Figure 1. Selected gate families.
Drawn at 2 px/um.
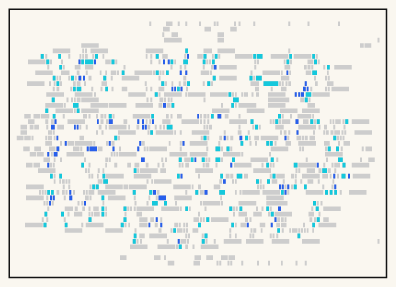
Figure 2. Register map, names as in the netlist.
Drawn at 2 px/um.
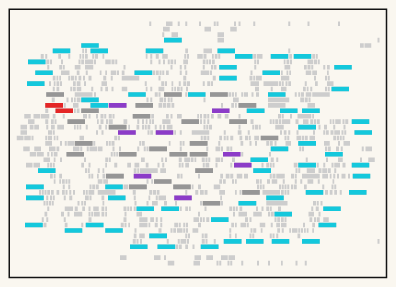
Figure 3. Local utilization.
Drawn at 1.5 px/um. 19 x 13 tiles, from dark purple (low) to yellow (high), 0 to 100% covered.
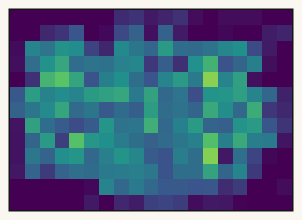
<file path="src/rtl/apb_pulse_gen_if.sv">
// APB bus bundle for apb_pulse_gen: 4-bit byte address, 32-bit data, wait-state capable.
interface apb_pulse_gen_if;
  logic [3:0]  paddr;
  logic        pwrite;
  logic        psel;
  logic        penable;
  logic [31:0] pwdata;
  logic [31:0] prdata;
  logic        pready;
  logic        pslverr;

  modport master (
    output paddr, pwrite, psel, penable, pwdata,
    input  prdata, pready, pslverr
  );

  modport slave (
    input  paddr, pwrite, psel, penable, pwdata,
    output prdata, pready, pslverr
  );
endinterface

</file>
<file path="src/rtl/apb_pulse_gen.sv">
// APB slave driving NUM_CH programmable-length pulse channels, a read strobe,
// per-channel busy status and sticky overrun flags with an interrupt.
module apb_pulse_gen #(
  parameter int NUM_CH  = 8,
  parameter int LEN_W   = 8,
  parameter int WAIT_ST = 0
) (
  input  logic                pclk,
  input  logic                reset,
  input  logic                enable,
  apb_pulse_gen_if.slave      apb,
  output logic [NUM_CH-1:0]   pulse_out,
  output logic                read_pulse,
  output logic                irq
);

  localparam logic [1:0] WAIT_L    = 2'(WAIT_ST);
  localparam logic [1:0] ADDR_TRIG = 2'd0;
  localparam logic [1:0] ADDR_LEN  = 2'd1;
  localparam logic [1:0] ADDR_RSTB = 2'd2;
  localparam logic [1:0] ADDR_OVR  = 2'd3;

  typedef enum logic {
    ST_IDLE   = 1'b0,
    ST_ACTIVE = 1'b1
  } ch_state_t;

  ch_state_t         r_state [NUM_CH];
  logic [LEN_W-1:0]  r_cnt   [NUM_CH];
  logic [NUM_CH-1:0] r_pulse;
  logic [LEN_W-1:0]  r_len;
  logic [NUM_CH-1:0] r_ovr;
  logic              r_irq;
  logic              r_read_pulse;
  logic [1:0]        r_wait;

  logic              w_pready;
  logic              w_done;
  logic              w_err;
  logic              w_wr;
  logic              w_rd;
  logic [1:0]        w_sel;
  logic [NUM_CH-1:0] w_trig;
  logic [NUM_CH-1:0] w_ovr_clr;
  logic [NUM_CH-1:0] w_ovr_set;
  logic [NUM_CH-1:0] w_ovr_nxt;
  logic              w_len_wr;
  logic              w_rstb_rd;
  logic [31:0]       w_busy32;
  logic [31:0]       w_len32;
  logic [31:0]       w_ovr32;
  logic [31:0]       w_prdata;
  logic              w_unused_bits;

  // pready only rises once the wait counter has covered WAIT_ST access cycles;
  // enable=0 holds it low so transfers stall instead of completing.
  assign w_pready = enable & (r_wait == WAIT_L);
  assign w_done   = apb.psel & apb.penable & w_pready;
  assign w_sel    = apb.paddr[3:2];

  // transfer decode; an error completion carries no side effects
  always_comb begin
    w_err     = 1'b0;
    w_wr      = 1'b0;
    w_rd      = 1'b0;
    w_trig    = '0;
    w_ovr_clr = '0;
    w_len_wr  = 1'b0;
    w_rstb_rd = 1'b0;
    if (w_done) begin
      w_err = (apb.paddr[1:0] != 2'b00);
      w_wr  = ~w_err & apb.pwrite;
      w_rd  = ~w_err & ~apb.pwrite;
    end else begin
      w_err = 1'b0;
    end
    if (w_wr) begin
      case (w_sel)
        ADDR_TRIG: w_trig    = apb.pwdata[NUM_CH-1:0];
        ADDR_LEN:  w_len_wr  = 1'b1;
        ADDR_OVR:  w_ovr_clr = apb.pwdata[NUM_CH-1:0];
        default:   w_len_wr  = 1'b0;
      endcase
    end else begin
      w_len_wr = 1'b0;
    end
    if (w_rd && (w_sel == ADDR_RSTB)) begin
      w_rstb_rd = 1'b1;
    end else begin
      w_rstb_rd = 1'b0;
    end
  end

  // a trigger landing on an active channel is an overrun; set beats clear
  assign w_ovr_set = w_trig & r_pulse;
  assign w_ovr_nxt = (r_ovr & ~w_ovr_clr) | w_ovr_set;

  // zero-extended views of the narrow registers for the read mux
  always_comb begin
    w_busy32               = 32'd0;
    w_len32                = 32'd0;
    w_ovr32                = 32'd0;
    w_busy32[NUM_CH-1:0]   = r_pulse;
    w_len32[LEN_W-1:0]     = r_len;
    w_ovr32[NUM_CH-1:0]    = r_ovr;
  end

  // combinational read data, valid whenever a read is selected
  always_comb begin
    w_prdata = 32'd0;
    if (apb.psel && !apb.pwrite) begin
      case (w_sel)
        ADDR_TRIG: w_prdata = w_busy32;
        ADDR_LEN:  w_prdata = w_len32;
        ADDR_RSTB: w_prdata = 32'd0;
        ADDR_OVR:  w_prdata = w_ovr32;
        default:   w_prdata = 32'd0;
      endcase
    end else begin
      w_prdata = 32'd0;
    end
  end

  // wait counter runs through the access phase and restarts per transfer
  always_ff @(posedge pclk or posedge reset) begin
    if (reset) begin
      r_wait <= 2'd0;
    end else if (enable) begin
      if (!apb.psel || w_done) begin
        r_wait <= 2'd0;
      end else if (apb.penable) begin
        r_wait <= r_wait + 2'd1;
      end else begin
        r_wait <= 2'd0;
      end
    end
  end

  // control/status registers and the read strobe
  always_ff @(posedge pclk or posedge reset) begin
    if (reset) begin
      r_len        <= '0;
      r_ovr        <= '0;
      r_irq        <= 1'b0;
      r_read_pulse <= 1'b0;
    end else if (enable) begin
      if (w_len_wr) begin
        r_len <= apb.pwdata[LEN_W-1:0];
      end
      r_ovr        <= w_ovr_nxt;
      r_irq        <= |w_ovr_nxt;
      r_read_pulse <= w_rstb_rd;
    end
  end

  // per-channel pulse FSM; a retrigger reloads the count so the pulse extends
  always_ff @(posedge pclk or posedge reset) begin
    if (reset) begin
      r_pulse <= '0;
      for (int i = 0; i < NUM_CH; i++) begin
        r_state[i] <= ST_IDLE;
        r_cnt[i]   <= '0;
      end
    end else if (enable) begin
      for (int i = 0; i < NUM_CH; i++) begin
        case (r_state[i])
          ST_IDLE: begin
            if (w_trig[i]) begin
              r_state[i] <= ST_ACTIVE;
              r_cnt[i]   <= r_len;
              r_pulse[i] <= 1'b1;
            end
          end
          ST_ACTIVE: begin
            if (w_trig[i]) begin
              r_cnt[i] <= r_len;
            end else if (r_cnt[i] == '0) begin
              r_state[i] <= ST_IDLE;
              r_pulse[i] <= 1'b0;
            end else begin
              r_cnt[i] <= r_cnt[i] - LEN_W'(1);
            end
          end
          default: begin
            r_state[i] <= ST_IDLE;
            r_cnt[i]   <= '0;
            r_pulse[i] <= 1'b0;
          end
        endcase
      end
    end
  end

  assign apb.prdata  = w_prdata;
  assign apb.pready  = w_pready;
  assign apb.pslverr = w_err;
  assign pulse_out   = r_pulse;
  assign read_pulse  = r_read_pulse;
  assign irq         = r_irq;

  assign w_unused_bits = ^apb.pwdata;

endmodule
</file>
<file path="src/flat_wrapper.sv">
// flat-port wrapper written by rule: the top's interface ports become plain ports
module apb_pulse_gen_flat 
#(
  parameter int NUM_CH  = 8,
  parameter int LEN_W   = 8,
  parameter int WAIT_ST = 0
)
  (pclk, reset, enable, pulse_out, read_pulse, irq, apb_paddr, apb_pwrite, apb_psel, apb_penable, apb_pwdata, apb_prdata, apb_pready, apb_pslverr);
  apb_pulse_gen_if apb_i ();
  input  logic pclk;
  input  logic reset;
  input  logic enable;
  output logic [NUM_CH-1:0] pulse_out;
  output logic read_pulse;
  output logic irq;
  input wire logic [$bits(apb_i.paddr)-1:0] apb_paddr;
  input wire logic [$bits(apb_i.pwrite)-1:0] apb_pwrite;
  input wire logic [$bits(apb_i.psel)-1:0] apb_psel;
  input wire logic [$bits(apb_i.penable)-1:0] apb_penable;
  input wire logic [$bits(apb_i.pwdata)-1:0] apb_pwdata;
  output wire logic [$bits(apb_i.prdata)-1:0] apb_prdata;
  output wire logic [$bits(apb_i.pready)-1:0] apb_pready;
  output wire logic [$bits(apb_i.pslverr)-1:0] apb_pslverr;
  assign apb_i.paddr = apb_paddr;
  assign apb_i.pwrite = apb_pwrite;
  assign apb_i.psel = apb_psel;
  assign apb_i.penable = apb_penable;
  assign apb_i.pwdata = apb_pwdata;
  assign apb_prdata = apb_i.prdata;
  assign apb_pready = apb_i.pready;
  assign apb_pslverr = apb_i.pslverr;
  apb_pulse_gen #(.NUM_CH(NUM_CH), .LEN_W(LEN_W), .WAIT_ST(WAIT_ST)) u_core (.pclk(pclk), .reset(reset), .enable(enable), .apb(apb_i), .pulse_out(pulse_out), .read_pulse(read_pulse), .irq(irq));
endmodule
</file>
<file path="config.mk">
export PLATFORM = sky130hd
export DESIGN_NAME = apb_pulse_gen_flat
export DESIGN_NICKNAME = d
export VERILOG_FILES = /design/src/rtl/apb_pulse_gen_if.sv /design/src/rtl/apb_pulse_gen.sv /design/src/flat_wrapper.sv
export SDC_FILE = /design/constraint.sdc
export NUM_CORES = 1
export LEC_CHECK = 0
export ABC_AREA = 1
export CORE_ASPECT_RATIO = 0.7
export CORE_MARGIN = 3
export CORE_UTILIZATION = 28
export DETAILED_ROUTE_END_ITERATION = 10
export PLACE_DENSITY = 0.45
export SYNTH_ARGS = -nofsm -noshare
export SYNTH_HDL_FRONTEND = slang
export SYNTH_SLANG_ARGS = --single-unit
export TNS_END_PERCENT = 50
</file>
<file path="constraint.sdc">
create_clock -name pclk -period 4.2 [get_ports pclk]
set_input_delay 0.42 -clock pclk [delete_from_list [all_inputs] [get_ports pclk]]
set_output_delay 0.42 -clock pclk [all_outputs]
set_load 0.005 [all_outputs]
</file>
==> impl_metrics.env <==
# flow metrics
export IMPL_yosysTopAreaCell="dfrtp_1"
export IMPL_async_reset_ff_share_pct=100
export IMPL_crit_family="buffers and inverters"
export IMPL_cts_buffer_depth=2
export IMPL_netlist_area_sq_um=6490
export IMPL_signal_buffers=45
export IMPL_clock_area_share_pct=4.49
export IMPL_p_leak_nw=3.58
export IMPL_clockRootBuffer="clkbuf_16"
export IMPL_inv_count=113
export IMPL_power_share_combinational_pct=43.2
export IMPL_postCtsSetupBuffers=0
export IMPL_final_hold_viol_count=0
export IMPL_largest_class="logic gates"
export IMPL_place_gp_congestion=0.752
export IMPL_ant_nets=0
export IMPL_critPathArrivalTime_ps=2510
export IMPL_drt_first_pass_iters=5
export IMPL_tightest_slew_ps=879
export IMPL_setup_tns_ps=0
export IMPL_final_cell_mix="nand2_1, o21ai_0, inv_1"
export IMPL_grt_max_degree=62
export IMPL_remaining_drc_errors=0
export IMPL_synth_seq_share_pct=38.6
export IMPL_fin_area_sq_um=7360
export IMPL_num_antenna_cells=0
export IMPL_cp_num_buf_inv=4
export IMPL_avgRoutedWirePerCell_um=14.8
export IMPL_vias_per_cell=4.45
export IMPL_grt_pass1_vias=5246
export IMPL_p_clk_share_pct=21.9
export IMPL_synth_area_top_cells="dfrtp_1, nand2_1, o21ai_0, inv_1, buf_4"
export IMPL_ios=86
export IMPL_taps=305
export IMPL_yosysCellCount=902
export IMPL_vias=5518
export IMPL_maxCapViolCount=0
export IMPL_peakVddDrop_uv=217
export IMPL_common_cells="nand2_1, o21ai_0, inv_1"
export IMPL_clock_sinks=100
export IMPL_syn_to_final_growth_pct=13.5
export IMPL_finalCritPeriodShare_pct=69.7
export IMPL_multi_input_comb_cells=660
export IMPL_ff_count=100
export IMPL_nets=988
export IMPL_status="finished, final reports clean"
export IMPL_top_cell="nand2_1"
export IMPL_track_usage_pct=14.9
export IMPL_yosysUniqueCellTypes=41
export IMPL_cp_max_fo=11
export IMPL_io_buffers=37
export IMPL_synth_avg_cell_area_sq_um=7.19
export IMPL_final_comb_area_sq_um=3270
export IMPL_cts_tree="yes"
export IMPL_crit_path_end_kind="primary output"
export IMPL_cp_num_cells=8
export IMPL_synth_warnings=0
export IMPL_p_sw_mw=1.86
export IMPL_slew_viol_final=0
export IMPL_dieArea_sq_um=25100
export IMPL_drive_gt1_share_pct=6.96
export IMPL_power_density_nw_per_um2=591
export IMPL_die_h_um=133
export IMPL_netlist_area_leader_share_pct=38.6
export IMPL_wirelength_mm=18.3
export IMPL_place_area_sq_um=7030
export IMPL_cts_htree_levels=3
export IMPL_n_fill_cell=2414
export IMPL_ys_chip_area_sq_um=6490
export IMPL_worst_setup_path_type="input pin to primary output"
export IMPL_slowest_stage="clkdlybuf4s50_1"
export IMPL_cpMostUsedCell="nand2_1"
export IMPL_hold_path_class="flip-flop to flip-flop"
export IMPL_grt_first_pass_wirelength_mm=29.6
export IMPL_fin_skew_ps=8.52
export IMPL_cts_resized=0
export IMPL_seq_power_share_pct=34.9
export IMPL_grt_antenna_before_repair=0
export IMPL_hold_slack_ps=485
export IMPL_hold_depth=2
export IMPL_flop_cell="dfrtp_1"
export IMPL_critPathLaunchType="input pin"
export IMPL_ys_ff=100
export IMPL_setup_viol=0
export IMPL_slew_headroom_pct=41.4
export IMPL_r2r_cells=11
export IMPL_worstPathCellList="clkdlybuf4s50_1, nand2_1, inv_1, nand2_1, o211ai_1, nand2_1, inv_1, clkdlybuf4s50_1"
export IMPL_total_power_mw=4.35
export IMPL_clkTransAtPathRegs_ps=70
export IMPL_numCtsBuffers=9
export IMPL_die_x_um=188
export IMPL_min_period_ps=2930
export IMPL_fmax_mhz=341
export IMPL_drtIter0Drc=411
export IMPL_nonClkBufAreaFrac_pct=6.02
export IMPL_synth_cells=902
export IMPL_dp_cells=1223
export IMPL_slowest_delay_ps=580
export IMPL_fin_ws_ps=1270
export IMPL_worstPathRequired_ps=3780
export IMPL_synth_edff_count=0
export IMPL_hold_buffers=0
export IMPL_rows=45
export IMPL_dpl_worst_slack_ps=1210
export IMPL_warnings=58
export IMPL_grt_ovfl_total=0
export IMPL_p_sw_share_pct=42.6
export IMPL_hpwlAfterDp_mm=12.5
export IMPL_rsz0062_at_grt="no"
export IMPL_intPower_mw=2.50
export IMPL_clk_latency_ps=360
export IMPL_clock_buffers=9
## Picture notes: Figure 1
legend:
  cyan:
    family: inverting AOI/OAI gates
    cells: 148
  blue:
    family: NOR gates
    cells: 82
Comb area share: 44.4%
final non-filler cell total: 1,239
most frequent logic cell in the layout: nand2_1

## Picture notes: Figure 2
legend:
  purple:
    signal: u_core.r_len
    placed_flops: 8
    where: middle
  red:
    signal: u_core.r_wait
    placed_flops: 2
  cyan:
    signal: u_core.r_cnt
    placed_flops: 64
    where: spread over the die
Final Util: 33.1%
Reg area: 2500 sq um
Seq. pwr: 1.52 mW
Seq area share: 34.0%

## Picture notes: Figure 3
fullest tile: 82%
mean over tiles: 28%
tiles over 75% full: 0.80%
Core Util at FP: 29.2%
core area: 22,200 sq um

==> cells by family (layout without fill, tap and decap cells) <==
kind of cell | count (synthesis) | count (layout) | synth area share [%]
AOI/OAI and AO/OA | 151 | 151 | 13.1
DFF | 100 | 100 | 38.6
xor gates and xnor gates | 34 | 34 | 4.59
other | 1 | 24 | 0.0578
adders and majority gates | 17 | 17 | 3.28
buffers and inverters | 165 | 174 | 12.3
and+or+nand+nor | 434 | 434 | 28.1
==> state kept, by name, indices dropped and copies added (netlist names) <==
signal	flops
u_core.r_len	8
u_core.pulse_out	8
u_core.r_wait	2
u_core.r_state	8
u_core.r_ovr	8
u_core.read_pulse	1
u_core.r_cnt	64
u_core.irq	1
==> metal layers <==
metal	track usage [%]	vias to the layer above	wire length, um
met2	21.1	121	7220
li1	-	2864	-
met4	2.87	0	170
met5	0	-	0
met1	23.1	2519	10000
met3	3.37	14	897
==> final timing paths <==
check                                 start               end  slack, ps
min in group asynchronous             reset  u_core.r_cnt[51]        580
max                            apb_paddr[3]     apb_prdata[5]       1270
min                        u_core.r_cnt[29]  u_core.r_cnt[29]        490
max reg2reg                u_core.r_wait[0]   u_core.r_cnt[6]       1510
max in group asynchronous             reset  u_core.r_cnt[34]       2920
min reg2reg                u_core.r_cnt[29]  u_core.r_cnt[29]        490
==> power by group through the flow <==
stage	sequential, mW	clock (mW)	combinational, mW
after CTS	1.51	0.989	1.89
after global placement	1.53	0	1.87
after floorplan	1.44	0	1.57
after detailed placement	1.52	0	1.88
after global routing	1.56	1.02	2.21
final	1.52	0.954	1.88
==> worst reg2reg max path: stages (launching register included) <==
cell and delay (ps):
dfrtp_1 370, inv_1 90, ha_1 190, nand2_2 80, inv_2 50, nand2_2 60
nor2_2 670, nand3_2 180, a21oi_2 540, inv_1 220, nand2_1 110, nand2_1 50
Power is estimated from default activity; no workload was simulated.
